==> src/rtl/pipeline_memory_stage.sv <==
// pipeline_memory_stage
// MEM stage: consumes EX/MEM, performs data-memory loads/stores over a 32-bit
// req/ack bus (64-bit vector accesses take two beats), stalls the front of the
// pipeline while an access is in flight, and produces the MEM/WB register.
module pipeline_memory_stage #(
    parameter int ADDR_W = 32
) (
    input  logic              clk,
    input  logic              rst,
    input  logic [1:0]        wEnMemPipeEx_Out,
    input  logic [1:0]        wEnRegPipeEx_Out,
    input  logic [3:0]        rdPipeEx_Out,
    input  logic              memoryMuxSelPipeEx_Out,
    input  logic              readModeMemPipeEx_Out,
    input  logic [63:0]       aluRes_pipeExOut,
    input  logic [63:0]       regData2_pipeExOut,
    output logic              memStall,
    output logic              memReq,
    output logic              memWe,
    output logic [ADDR_W-1:0] memAddr,
    output logic [31:0]       memWdata,
    input  logic              memAck,
    input  logic [31:0]       memRdata,
    output logic [1:0]        wEnRegPipeMem_Out,
    output logic [3:0]        rdPipeMem_Out,
    output logic [63:0]       wbDataPipeMem_Out
);

    typedef enum logic [1:0] {IDLE, BEAT0, BEAT1, DONE} state_t;

    state_t state, state_nxt;

    // Decode of the instruction currently sitting in EX/MEM. A store wins over
    // memoryMuxSel, so a store+load combination behaves as a plain store.
    logic              is_store, is_load, is_vec, memop;
    logic [ADDR_W-1:0] addr_aligned;

    assign is_store     = (wEnMemPipeEx_Out == 2'b01) || (wEnMemPipeEx_Out == 2'b10);
    assign is_load      = memoryMuxSelPipeEx_Out && !is_store;
    assign is_vec       = (wEnMemPipeEx_Out == 2'b10) || (is_load && readModeMemPipeEx_Out);
    assign memop        = is_store || memoryMuxSelPipeEx_Out;
    assign addr_aligned = {aluRes_pipeExOut[ADDR_W-1:2], 2'b00};

    // Instruction captured at the start of a memory access
    logic [1:0]  wen_reg_p1;
    logic [3:0]  rd_p1;
    logic [63:0] alu_p1;
    logic [31:0] wdata_hi_p1;
    logic        load_p1;
    logic        vec_p1;
    logic [31:0] rdata0_p1;
    logic [31:0] rdata1_p1;

    // Writeback value for a completed access: loaded data or the ALU result
    function automatic logic [63:0] access_result(
        input logic        ld,
        input logic        vec,
        input logic [31:0] r0,
        input logic [31:0] r1,
        input logic [63:0] alu
    );
        if (!ld)
            return alu;
        else if (vec)
            return {r1, r0};
        else
            return {32'h0, r0};
    endfunction

    // State register
    always_ff @(posedge clk or posedge rst) begin
        if (rst)
            state <= IDLE;
        else
            state <= state_nxt;
    end

    // Next-state and stall decode
    always_comb begin
        state_nxt = state;
        memStall  = 1'b0;
        case (state)
            IDLE: begin
                if (memop) begin
                    memStall  = 1'b1;
                    state_nxt = BEAT0;
                end
            end
            BEAT0: begin
                memStall = 1'b1;
                if (memAck)
                    state_nxt = vec_p1 ? BEAT1 : DONE;
            end
            BEAT1: begin
                memStall = 1'b1;
                if (memAck)
                    state_nxt = DONE;
            end
            DONE: begin
                state_nxt = IDLE;
            end
            default: state_nxt = IDLE;
        endcase
    end

    // Bus outputs: set up a beat on entry, advance to the second word on ack
    always_ff @(posedge clk or posedge rst) begin
        if (rst) begin
            memReq   <= 1'b0;
            memWe    <= 1'b0;
            memAddr  <= '0;
            memWdata <= '0;
        end else begin
            case (state)
                IDLE: begin
                    if (memop) begin
                        memReq   <= 1'b1;
                        memWe    <= is_store;
                        memAddr  <= addr_aligned;
                        memWdata <= regData2_pipeExOut[31:0];
                    end
                end
                BEAT0: begin
                    if (memAck) begin
                        if (vec_p1) begin
                            memAddr  <= memAddr + ADDR_W'(4);
                            memWdata <= wdata_hi_p1;
                        end else begin
                            memReq <= 1'b0;
                        end
                    end
                end
                BEAT1: begin
                    if (memAck)
                        memReq <= 1'b0;
                end
                default: ;
            endcase
        end
    end

    // Capture the instruction on access start and latch read data on each ack
    always_ff @(posedge clk or posedge rst) begin
        if (rst) begin
            wen_reg_p1  <= '0;
            rd_p1       <= '0;
            alu_p1      <= '0;
            wdata_hi_p1 <= '0;
            load_p1     <= 1'b0;
            vec_p1      <= 1'b0;
            rdata0_p1   <= '0;
            rdata1_p1   <= '0;
        end else begin
            case (state)
                IDLE: begin
                    if (memop) begin
                        wen_reg_p1  <= wEnRegPipeEx_Out;
                        rd_p1       <= rdPipeEx_Out;
                        alu_p1      <= aluRes_pipeExOut;
                        wdata_hi_p1 <= regData2_pipeExOut[63:32];
                        load_p1     <= is_load;
                        vec_p1      <= is_vec;
                    end
                end
                BEAT0: if (memAck) rdata0_p1 <= memRdata;
                BEAT1: if (memAck) rdata1_p1 <= memRdata;
                default: ;
            endcase
        end
    end

    // MEM/WB register: pass-through, bubble while busy, result in DONE
    always_ff @(posedge clk or posedge rst) begin
        if (rst) begin
            wEnRegPipeMem_Out <= '0;
            rdPipeMem_Out     <= '0;
            wbDataPipeMem_Out <= '0;
        end else begin
            case (state)
                IDLE: begin
                    if (memop) begin
                        wEnRegPipeMem_Out <= '0;
                        rdPipeMem_Out     <= '0;
                        wbDataPipeMem_Out <= '0;
                    end else begin
                        wEnRegPipeMem_Out <= wEnRegPipeEx_Out;
                        rdPipeMem_Out     <= rdPipeEx_Out;
                        wbDataPipeMem_Out <= aluRes_pipeExOut;
                    end
                end
                DONE: begin
                    wEnRegPipeMem_Out <= wen_reg_p1;
                    rdPipeMem_Out     <= rd_p1;
                    wbDataPipeMem_Out <= access_result(load_p1, vec_p1, rdata0_p1,
                                                       rdata1_p1, alu_p1);
                end
                default: begin
                    wEnRegPipeMem_Out <= '0;
                    rdPipeMem_Out     <= '0;
                    wbDataPipeMem_Out <= '0;
                end
            endcase
        end
    end

endmodule

==> config.mk <==
export PLATFORM = sky130hd
export DESIGN_NAME = pipeline_memory_stage
export DESIGN_NICKNAME = d
export VERILOG_FILES = /design/src/rtl/pipeline_memory_stage.sv
export SDC_FILE = /design/constraint.sdc
export NUM_CORES = 1
export LEC_CHECK = 0
export ABC_AREA = 1
export CAP_MARGIN = 20
export CELL_PAD_IN_SITES_DETAIL_PLACEMENT = 0
export CELL_PAD_IN_SITES_GLOBAL_PLACEMENT = 1
export CORE_MARGIN = 1
export CORE_UTILIZATION = 40
export DETAILED_ROUTE_END_ITERATION = 16
export GPL_ROUTABILITY_DRIVEN = 0
export PLACE_DENSITY = 0.94
export SKIP_CTS_REPAIR_TIMING = 1
export SYNTH_ARGS = -nofsm -noshare
export SYNTH_HDL_FRONTEND = slang
export SYNTH_SLANG_ARGS = --single-unit
export TNS_END_PERCENT = 100
==> constraint.sdc <==
create_clock -name clk -period 22.4 [get_ports clk]
set_clock_uncertainty 0.05 [all_clocks]
set_input_delay 2.24 -clock clk [delete_from_list [all_inputs] [get_ports clk]]
set_output_delay 2.24 -clock clk [all_outputs]
set_load 0.02 [all_outputs]
==> notes.md, run 1 <==
Implementation numbers.

- The flow ran to the end, and the final reports show no timing, DRC or antenna violations.
- Before any placement, the netlist area is recorded as approximately 14000 sq um.
- Per the cell usage report, the commonest logic cells after layout are sky130_fd_sc_hd__nand2_1 (527), sky130_fd_sc_hd__clkdlybuf4s50_1 (307), sky130_fd_sc_hd__dfrtp_1 (303).
- The chip area in the Yosys report is around 14000 sq um.
- The number of synthesized register bits is roughly 300.
- The proportion of layout cells with a drive suffix above 1 reads 4.65%.
- The number of flip-flops and latches is ~300.
- In this run the most used layer during global routing was met2.
- The multi-input logic cell count is around 1100.
- The count of endpoints failing hold in the final timing report reads 0.
- The startpoint of the tightest hold check path reads wdata_hi_p1[20]$_DFFE_PP0P_.
- Per the final report, max-transition violations number 0.
- The clock root buffer reads sky130_fd_sc_hd__clkbuf_16.
- The internal reg-to-reg setup slack reads between 15 and 20 ns.
- The final-layout setup total negative slack reads 0 ns.
- The largest registers in the layout are alu_p1: 64 flops, wbDataPipeMem_Out: 64 flops.
- Across the run, the number of max-cap violations was 0.
- The minimum clock period after layout reads 6.86 ns.
- Across all hold checks on the routed design, the worst slack comes to roughly 0.42 ns.
- The wire length per cell is ~17 um.
- The met3 wire length is roughly 2.5 mm.
- The mean instance size in the synthesized netlist reads about 8.1 sq um.
- The cell type taking the most area is sequential cells.
- The worst supply voltage drop on vdd is a little over 0.0001 V.
- The residual DRC count reads 0.
- The mean number of vias per cell reads 5.07.
- On met3, the global router reports a usage of about 4.0%.
- Clock tree synthesis found a total of just over 300 sinks.
- The number of setup violations in the final report is 0.
- The worst-case hold path end point is wdata_hi_p1[20]$_DFFE_PP0P_.
- The data arrival time at the worst-slack endpoint is between 4 and 5 ns.
- The half-perimeter wire length of the detailed placement result reads about 27 mm.
- The well tap count reads approximately 450.
- The multi-input gate share of total cell area reads between 20% and 30%.
- The total met2 wirelength after detailed routing is about 18 mm.
- The sum of overflow across all layers after global routing reads 0.
- The die is 187 um wide.
- The routed length on met1 is about 19 mm.
- The clock distribution area overhead in the final layout reads 6.29%.
- The type of the tightest min-delay check reads reg2reg.
- Counting the buffers created by CTS gives 34.
- Setup repair after global routing left no endpoint under its margin.
- The count of nets left with antenna violations once routing finished came out at 0.
- The nature of the critical path startpoint reads an input pin.
- The maximum frequency from static timing analysis reads between 0.1 and 0.15 GHz.
- The total power density per cell area is ~150 nW/um^2.
- The worst setup path is of the in2out kind.
- The worst setup path endpoint reads memStall.
- The sequential cell area fraction in the yosys report is a little under three fifths.
- The number of global-route vias before repair was roughly 12000.
- In the Yosys report the total cell count is between 1500 and 2000.
- The largest net degree at the start of global routing reads ~100.
- The total number of warnings across the stage logs is 32.
- The total area of sequential cells reads roughly 7600 sq um.
- The count of fill cells added during filler insertion is 3051.
- The start point of the critical path is wEnMemPipeEx_Out[0].
- The clock latency of the later-clocked register in the worst-skew pair is 0.51 ns.
- The most frequent logic cell in the layout reads sky130_fd_sc_hd__nand2_1.
- The clock tree synthesis step divided the H-tree into 2 levels.
- The count of input and output buffers is slightly above 300.
- The first detailed-routing pass took 5 iterations.
- For the pin with the worst max-slew slack, the measured transition is about 1.0 ns.
- The initial antenna violation count is 0.
- The endpoint of the worst register-to-register path reads memAddr[10]$_DFFE_PP0P_.
- The required time at the worst-slack endpoint is between 20 and 25 ns.
- The multi-input gate area in the final layout is between 5000 and 6000 sq um.
- The wire length of the first global-routing pass is between 60 and 70 mm.
- The floorplan die height is roughly 190 um.
- Per the log, the first TritonRoute iteration ended with a DRC count of approximately 980.
- The detailed router used layers up to and including met4.
- The maximum clock insertion buffer count is 3.
- The number of synthesis warnings reads 0.
- The number of ordinary inverters in the final layout reads 143.
- The number of nets in the final layout reads between 2000 and 2500.
- The report gives the cell count of the worst hold path as 2.
- The normalized max-slew margin is between 30% and 40%.
- The kind of capture point of the worst setup path is an output pin.
- The leakage power total is 8.19 nW.
- The antenna cell count reads 0.
- The period utilization is between 30% and 40%.
- The TritonCTS clock tree is yes.
- The critical register-to-register path startpoint is state[1]$_DFFE_PP0P_.
- The highest fanout seen on the critical path reads just over 40.
- The post-synthesis cell type count reads 29.
- The number of cell instances on the worst register-to-register path reads 11.
- The I/O pin total is roughly 310.
## run 1: metrics by stage
step           instances  util (%)  area, sq um  total power [W]  setup WS, ns
6_report            2407      53.9        18100          0.00264         15.54
5_1_grt             2407      53.9        18100          0.00283         15.39
4_1_cts             2406      53.8        18100          0.00266         15.51
3_5_place_dp        2347      50.4        16900          0.00207         15.53
3_3_place_gp        2347      50.4        16900          0.00204         15.58
2_1_floorplan       1684         -        13700          0.00165         11.71
## run 1: where the power goes
part           switching, W  internal (W)
Combinational      0.000693      0.000412
Clock              0.000226      0.000348
Sequential         0.000167      0.000796
## run 1: worst max-delay path: stages
cell	delay [ns]
sky130_fd_sc_hd__clkdlybuf4s50_1	0.45
sky130_fd_sc_hd__inv_1	0.04
sky130_fd_sc_hd__ha_1	0.31
sky130_fd_sc_hd__inv_2	0.05
sky130_fd_sc_hd__nor2_4	0.13
sky130_fd_sc_hd__nor2_4	0.05
sky130_fd_sc_hd__inv_2	0.52
sky130_fd_sc_hd__a21oi_1	0.16
sky130_fd_sc_hd__clkdlybuf4s50_1	0.58
## run 1: cell families (layout without fill, tap and decap cells)
group,after synthesis,in the layout,synth area share [%]
AND-OR/OR-AND,382,382,14.7
flip-flops,304,304,55.6
AND/OR/NAND/NOR,745,745,21.5
buffers and inverters,245,520,7.56
other,1,2,0.0274
adder cells (fa/ha/maj),6,6,0.549
## run 1: synth_stat cells (all sizes together)
library cell	count	area (sq um)
a21oi	120	608
nand4	1	6.26
o21ai	224	1120
o21a	2	15.0
nor2	147	602
nand3b	1	7.51
clkinv	1	3.75
nand3	62	310
o22ai	1	6.26
conb	1	3.75
and2	1	6.26
nand2	533	2020
clkbuf	41	154
dfrtp	304	7610
ha	6	75.1
o31ai	35	263
buf	61	344
inv	142	533
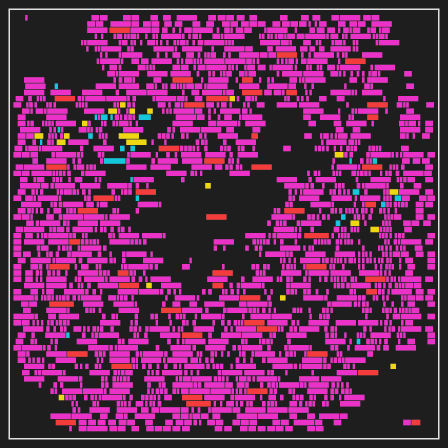
Figure 1: run 1, sizing map.
- yellow: drive 3 to 4 (cells 20; share 1.0%)
- red: drive 6 and up (cells 49; share 2.5%)
- cyan: drive 2 (cells 22; share 1.1%)
- magenta: drive 1 or less (cells 1868; share 95%)
final cell area excluding filler cells: 18100 sq um
area delta synth->final: 32.3%
Final WS setup: 15.54 ns
number of signal-net buffers in the layout: 318

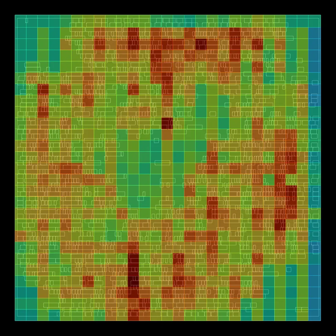
Figure 2: run 1, routing congestion.
total global routing track utilization: 23.5%
end-of-flow core utilization: 53.9%
met1 Use GR: 33.4%
met2 Use GR: 36.4%

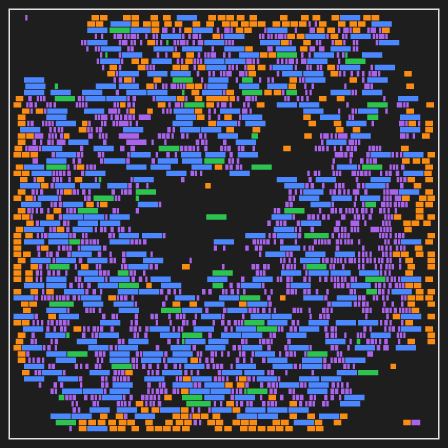
Figure 3: run 1, placement by cell class.
- orange: other buffers and delay cells (cells 318; share of their area 18%)
- purple: all other logic (cells 1278; share of their area 32%)
- green: clock drivers and dummy loads (cells 59; share of their area 6.5%)
- blue: flip-flops (cells 304; share of their area 43%)
sequential cell area share: 42.0%
Site Rows: 67

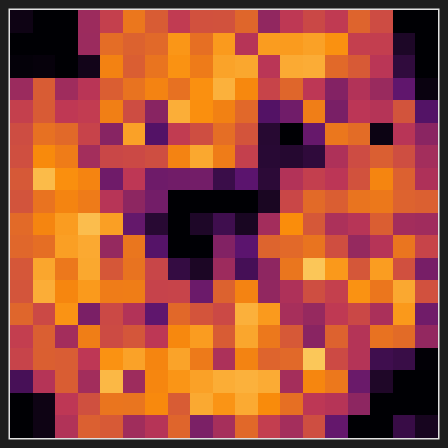
Figure 4: run 1, local utilization.
The die is cut into 19 by 19 equal tiles; black is low, pale yellow is high, 0 to 100% covered.
- fullest tile: 88%
- nearly empty tiles: 8.3%
- mean over tiles: 50%
- tiles over 75% full: 15%
- emptiest ninth of the die: centre
core footprint: 33600 sq um
Starting Density: 40.7%

--- run 2 (diff from run 1) ---
- CORE_UTILIZATION: 40 -> 37
- PLACE_DENSITY: 0.94 -> 0.88
- clock period: 22.4 -> 6.75 ns (I/O delays scaled with it)
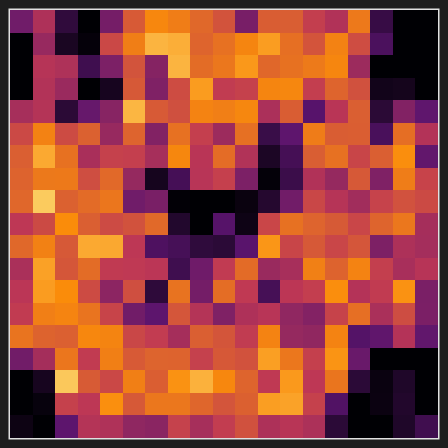
Figure 5: run 2, local utilization.
The die is cut into 19 by 19 equal tiles; black is low, pale yellow is high, 0 to 100% covered.
- tiles over 75% full: 7.2%
- fullest tile: 89%
- mean over tiles: 47%
- nearly empty tiles: 8.3%

==> notes.md, run 2 <==
Implementation numbers.

- The number of synthesis warnings reads 0 (unchanged).
- The cell count in the Yosys report reads 1683 (unchanged).
- The TritonCTS clock tree is yes (unchanged).
- The worst supply voltage drop on vdd reads 0.000222 V (was 0.000101 V).
- The normalized max-slew margin reads 29.8% (was 30.5%).
- The switching part of the total power is 40.9% (was 41.1%).
- The count of fill cells added during filler insertion reads 3482 (was 3051).
- The kind of critical path is in2out (unchanged).
- The area added between synthesis and finish is 32.9% (was 32.3%).
- The number of global-route vias before repair came to 11900 (was 12000).
- The number of nets in the final layout came to 2119 (was 2115).
- The final design utilization is 49.8% (was 53.9%).
- The initial antenna violation count reads 3 (was 0).
- The clock latency of the later-clocked register in the worst-skew pair reads 0.51 ns (about the same).
- The mapped cell area is 13700 sq um (unchanged).
- The power dissipated in sequential cells came to 0.00319 W (was 0.000962 W).
- The fraction of power consumed by sequential logic reads 36.2% (was 36.5%).
- The library cell with the highest instance count after synthesis is sky130_fd_sc_hd__nand2_1 (unchanged).
- The clock share of power reads 22.2% (was 21.7%).
- The delay of the slowest cell on the worst path is 0.58 ns (about the same).
- The worst setup path endpoint was memStall (unchanged).
- The kind of capture point of the worst setup path reads an output pin (unchanged).
- The critical path's top delay family is buffers and inverters (unchanged).
- The required time at the worst-slack endpoint is 6.02 ns (was 20.11 ns).
- The power share of the combinational group reads 41.6% (was 41.8%).
- The overall routing resource usage reads 22.2% (was 23.5%).
- The mean number of vias per cell reads 4.99 (was 5.07).
- The share of cell area taken by flip-flops and latches came to 41.8% (was 42.0%).
- The total clock network power reads 0.00196 W (was 0.000573 W).
- The number of non-filler instances in the completed layout reads 2432 (was 2407).
- The I/O pin total is 310 (unchanged).
- The period utilization reads 55.2%.
- The cell type taking the most area is sequential cells (unchanged).
- The maximum frequency from static timing analysis is between 0.2 and 0.3 GHz.
- The final-layout setup total negative slack is 0 ns (unchanged).
- The worst hold slack is 0.420 ns (was 0.418 ns).
- The final count of pins violating max slew is 0 (unchanged).
- The worst-margin pin slew was 1.05 ns (was 1.04 ns).
- The half-perimeter wire length of the detailed placement result is 28.1 mm (was 27.3 mm).
- Largest cells by area after synthesis: sky130_fd_sc_hd__dfrtp_1 (56%), sky130_fd_sc_hd__nand2_1 (15%), sky130_fd_sc_hd__o21ai_0 (7.8%), sky130_fd_sc_hd__a21oi_1 (4.3%), sky130_fd_sc_hd__nor2_1 (3.8%) (unchanged).
- The number of synthesized register bits came to 304 (unchanged).
- The power drawn by the combinational cells is 0.00367 W (was 0.00110 W).
- The highest-delay cell along the critical path is sky130_fd_sc_hd__clkdlybuf4s50_1 (unchanged).
- Outcome: completed (unchanged).
- The critical register-to-register path startpoint is state[1]$_DFFE_PP0P_ (unchanged).
- The data arrival time at the worst-slack endpoint is 3.00 ns (was 4.57 ns).
- The count of standard-cell rows is 70 (was 67).
- The post-synthesis cell type count is 29 (unchanged).
- The iteration tally of the first detailed-router pass was 6 (was 5).
- The instance area at placement reads 17000 sq um (was 16900 sq um).
- The type of the tightest min-delay check is reg2reg (unchanged).
- The top cell type by total area after synthesis is sky130_fd_sc_hd__dfrtp_1 (unchanged).
- The post-layout worst setup margin reads 3.03 ns (was 15.54 ns).
- Leading registers by flop count: alu_p1: 64 flops, wbDataPipeMem_Out: 64 flops (unchanged).
- CP Cell Sequence: clkdlybuf4s50_1 > inv_1 > ha_1 > inv_2 > nor2_4 > nor2_4 > inv_2 > a21oi_1 > clkdlybuf4s50_1 (unchanged).
- The antenna cell count is 3 (was 0).
- The total power was 0.00882 W (was 0.00264 W).
- The clock distribution area overhead in the final layout is 6.45% (was 6.29%).
- The number of flip-flops and latches is 304 (unchanged).
- The count of placed standard cells including taps is 2369 (was 2347).
- The buffers plus inverters on the worst setup path was 5 (unchanged).
- The share of the synthesized area in the top cell type reads 55.6% (unchanged).
- The multi-input logic cell count is 1135 (unchanged).
[run 2: cell counts after synthesis]
No cell type changed its count.
[run 2: worst register-to-register path: cells and delay by family (launching register included)]
kind	cells	cell delay, ns
buffers and inverters	5	1.70
AND/OR/NAND/NOR	4	0.76
flip-flops	1	0.42
adder cells (fa/ha/maj)	1	0.38
AND-OR/OR-AND	2	0.22
[run 2: worst min-delay path by stage]
stage / start / end / slack (ns) / cells past startpoint
2_1_floorplan: rd_p1[0]$_DFFE_PP0P_ / rd_p1[0]$_DFFE_PP0P_ / 0.39 / 2
3_3_place_gp: wdata_hi_p1[23]$_DFFE_PP0P_ / wdata_hi_p1[23]$_DFFE_PP0P_ / 0.41 / 2
3_5_place_dp: wdata_hi_p1[20]$_DFFE_PP0P_ / wdata_hi_p1[20]$_DFFE_PP0P_ / 0.41 / 2
4_1_cts: wdata_hi_p1[20]$_DFFE_PP0P_ / wdata_hi_p1[20]$_DFFE_PP0P_ / 0.42 / 2
5_1_grt: wdata_hi_p1[3]$_DFFE_PP0P_ / wdata_hi_p1[3]$_DFFE_PP0P_ / 0.43 / 2
6_report: wdata_hi_p1[30]$_DFFE_PP0P_ / wdata_hi_p1[30]$_DFFE_PP0P_ / 0.42 / 2
[run 2: metal layers]
layer  vias up  part of all wire (%)  wire [um]  track usage, %
li1       5871                     -          -               -
met1      5809                    45      18800            31.3
met2       383                    46      19300            35.4
met3        62                   6.1       2530            3.59
met4         0                   2.5       1040            6.50
met5         -                     0          0               0
[run 2: kinds of logic after synthesis]
family | Yosys count | synth area share [%]
other cells | 1 | 0.0274
buf+inv | 245 | 7.56
simple gates | 745 | 21.5
flops | 304 | 55.6
compound gates | 382 | 14.7
fa+ha+maj | 6 | 0.549
Power is estimated from default activity; no workload was simulated.
